**src/rtl/fifo_pkg.sv**
```systemverilog
// fifo_pkg: shared defaults, pointer-width derivation and reset values for fifo_umbrales.
package fifo_pkg;
   localparam int DATA_W_DEF = 10;
   localparam int DEPTH_DEF = 8;
   localparam logic RST_VALID = 1'b0;
   localparam logic RST_ERR = 1'b0;
   function automatic int addr_w(input int depth);
      return $clog2(depth);
   endfunction
endpackage

```
**src/rtl/fifo_mem.sv**
```systemverilog
// fifo_mem: DEPTH x DATA_W register array, one synchronous write port, one asynchronous read port.
module fifo_mem
   import fifo_pkg::*;
#(
   parameter int DATA_W = DATA_W_DEF,
   parameter int DEPTH = DEPTH_DEF,
   parameter int ADDR_W = addr_w(DEPTH)
) (
   input  logic              clk,
   input  logic              we,
   input  logic [ADDR_W-1:0] waddr,
   input  logic [DATA_W-1:0] wdata,
   input  logic [ADDR_W-1:0] raddr,
   output logic [DATA_W-1:0] rdata
);
   logic [DATA_W-1:0] mem [DEPTH];
   always_ff @(posedge clk)
      if (we) mem[waddr] <= wdata;
   assign rdata = mem[raddr];
endmodule

```
**src/rtl/fifo_umbrales.sv**
```systemverilog
// fifo_umbrales: synchronous FIFO with programmable almost-full/almost-empty thresholds.
// Define FIFO_ERR_FLAGS_EN to build the sticky overflow/underflow flags.
module fifo_umbrales
   import fifo_pkg::*;
#(
   parameter int DATA_W = DATA_W_DEF,
   parameter int DEPTH = DEPTH_DEF,
   parameter int ADDR_W = addr_w(DEPTH)
) (
   input  logic              clk,
   input  logic              reset,
   input  logic              wr_en,
   input  logic [DATA_W-1:0] data_in,
   input  logic              rd_en,
   input  logic              continuar,
   input  logic [ADDR_W:0]   umbral_af,
   input  logic [ADDR_W:0]   umbral_ae,
   output logic [DATA_W-1:0] data_out,
   output logic              valid_out,
   output logic              full,
   output logic              almost_full,
   output logic              empty,
   output logic              almost_empty,
   output logic [ADDR_W:0]   count,
   output logic              err_overflow,
   output logic              err_underflow
);
   logic [ADDR_W-1:0] wptr, rptr;
   logic [DATA_W-1:0] rdata;
   logic              push, pop;
   assign full = count == (ADDR_W+1)'(DEPTH);
   assign empty = count == '0;
   assign almost_full = count >= umbral_af;
   assign almost_empty = count <= umbral_ae;
   // pop is resolved first so a full FIFO can still accept a push in the same cycle
   assign pop = rd_en & continuar & ~empty;
   assign push = wr_en & (~full | pop);
   fifo_mem #(.DATA_W(DATA_W), .DEPTH(DEPTH), .ADDR_W(ADDR_W)) u_mem (
      .clk(clk),
      .we(push),
      .waddr(wptr),
      .wdata(data_in),
      .raddr(rptr),
      .rdata(rdata)
   );
   always_ff @(posedge clk or negedge reset)
      if (!reset) begin
         wptr <= '0;
         rptr <= '0;
         count <= '0;
         data_out <= '0;
         valid_out <= RST_VALID;
      end else begin
         wptr <= push ? wptr + 1'b1 : wptr;
         rptr <= pop ? rptr + 1'b1 : rptr;
         count <= (push & ~pop) ? count + 1'b1 : (pop & ~push) ? count - 1'b1 : count;
         data_out <= pop ? rdata : data_out;
         valid_out <= pop;
      end
`ifdef FIFO_ERR_FLAGS_EN
   always_ff @(posedge clk or negedge reset)
      if (!reset) begin
         err_overflow <= RST_ERR;
         err_underflow <= RST_ERR;
      end else begin
         err_overflow <= err_overflow | (wr_en & full & ~pop);
         err_underflow <= err_underflow | (rd_en & continuar & empty);
      end
`else
   assign err_overflow = 1'b0;
   assign err_underflow = 1'b0;
`endif
endmodule

```
**config.mk**
```make
export PLATFORM = sky130hd
export DESIGN_NAME = fifo_umbrales
export DESIGN_NICKNAME = d
export VERILOG_FILES = /design/src/rtl/fifo_pkg.sv /design/src/rtl/fifo_mem.sv /design/src/rtl/fifo_umbrales.sv
export SDC_FILE = /design/constraint.sdc
export NUM_CORES = 1
export LEC_CHECK = 0
export CORE_ASPECT_RATIO = 1.4
export CORE_MARGIN = 1
export CORE_UTILIZATION = 56
export CTS_CLUSTER_DIAMETER = 120
export CTS_CLUSTER_SIZE = 8
export DETAILED_ROUTE_END_ITERATION = 8
export GPL_TIMING_DRIVEN = 0
export PLACE_DENSITY = 0.79
export SLEW_MARGIN = 20
export SYNTH_ARGS = -nofsm -noshare
export SYNTH_HDL_FRONTEND = slang
export SYNTH_SLANG_ARGS = --single-unit
```
**constraint.sdc**
```tcl
create_clock -name clk -period 3.2 [get_ports clk]
set_clock_uncertainty 0.1 [all_clocks]
set_input_delay 0.64 -clock clk [delete_from_list [all_inputs] [get_ports clk]]
set_output_delay 0.64 -clock clk [all_outputs]
set_load 0.01 [all_outputs]
```
==> commit_impl_results.txt <==
Log flow metrics for this revision

- The report counts max-capacitance violations totalling 0.
* Die Span Y: around 110 um
- # rows: 37
* Clock-pin slew on the worst setup and hold paths: roughly 100 ps
- The die covers 8070 um^2.
- The signal on the critical path passes through clkdlybuf4s50_1, inv_1, ha_1, nor2b_1, o21a_1, o21a_1, o21ai_0, dlygate4sd2_1.
- Combinational logic burns 36.7% of the power.
* Inserted tap cell count: just under 100
- Startpoint type of the worst setup path: input port
- Cell area after layout: between 5000 and 6000 um^2
- The synthesized netlist devotes 6.52% of its cell area to compound gates.
- In this run, the synthesized area fraction spent on xor and xnor cells is recorded as 1.22%.
- The routed design uses 4590 um of met2 wire.
* Post-CTS setup buffer count: 0
- Post-route ant nets: 0
- Counting both buffers and inverters, the worst setup path holds a total of 3.
- Wire length of the first global-routing pass: 14100 um
- The most numerous cell type found on the critical path is o21a_1.
- In the final layout, the fill cell count is 530.
- Clock cells make up around 4.3% of the layout cell area.
- Counting pins that exceed their max-slew limit in the final report gives 0.
- Switching power as a fraction of the total was reported as 34.5%.
- Sw Pwr: about 1.5 mW
- Post-layout period usage: between 90% and 100%
- Run status: finished clean
- Met1 Routed Length: 3550 um
- Clock buffers: 10
- H-Tree Level Count: 3
- Post-route DRC violation count: 0
- Routed signal wires occupy layers up through met4.
* Startpoint of the most critical setup path: umbral_ae[1]
* End of the worst register-to-register path: count[3]
* Post-layout nets: 380
- The synthesized netlist occupies a cell area of ~4300 um^2.
* Number of different library cells in the post-synthesis netlist: 37
- According to the timing report, the critical path is captured at almost_empty.
- Fraction of registers with async set or reset after synthesis: 20.8%
* Dominant flop cell: edfxtp_1
* Drt pass-1 iters: 4
- Count of multi-input gates: around 160
* Final critical path time including I/O delays and setup: 3010 ps
- The stage logs contain a warning count of 26.
- Ys cells: 288
* Max FFs per register: around 80
- Synthesis inferred 101 register bits.
- Number of placed I/O pins: around 44
- The dominant power group in this design is sequential cells.
- Yosys adder share: 4.23%
- Measured in cells, the most critical reg-to-reg path has a length of 10.
- Cell area power density: between 800 and 900 nW/um^2
- Detailed placer's ending HPWL: ~5600 um
* Clk pwr: 899 uW
- Total negative setup slack: 0 ps
- Final Hold Viols: 0
- Amount of wire on met3 after detailed routing: 560 um
* Minimum setup slack in the final design: 186 ps
- At the worst endpoint, the required time is 2460 ps.
- Antenna cells: 0
* Cell type with the highest aggregate area in the netlist: edfxtp_1
- On the critical path the largest part of the delay comes from buffers and inverters.
- Logic power comb: 1.63 mW
- After detailed placement, the total cell area comes to 4880 um^2.
- The worst register-to-register path has a setup slack of 300 ps.
- More flip-flops sit in one register than any other, and that register is u_mem.mem.
* Number of buffers created by CTS: 9
- In this run the mean area of a mapped cell was 15.0 um^2.
* Total routing usage reported by global routing: between 20% and 30%
- As reported, the later end of the worst-skew pair has a clock insertion delay of 380 ps.
- For reference, the most critical setup path is categorized as input port to output pin.
- Flip-flops with a built-in enable: 80
- Leaving out the clock tree, the finished layout contains a buffer count of 57.
- Most instantiated library cell after synthesis: edfxtp_1
- Cell internal power was estimated by the tool at 2.91 mW.
* Registers with the most flip-flops: u_mem.mem (80), data_out (10), count (4)
- The number of antenna violations at the first check in global routing came to 0.
* Share of Yosys cell area claimed by the top area cell type: 55.6%
==> images/final_congestion.png <==
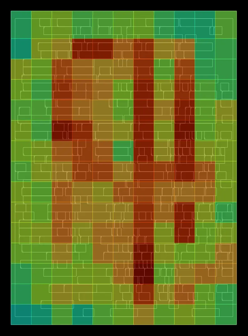
Util after Layout: 68.9%
M2 GR Usage: 42.9%
met1 usage: 28.2%
routed length per placed instance: 20.1 um

==> images/met1.png <==
The bar under the picture is 20 um long. Supply wires on this layer in gray.
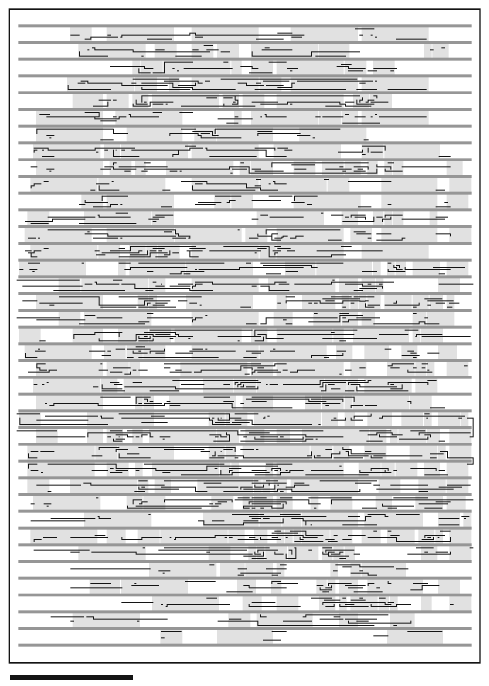
nets with wire on the layer	345
longest straight run	35.4 um

Power figures rest on the tool's default switching activity, not on a simulated workload.
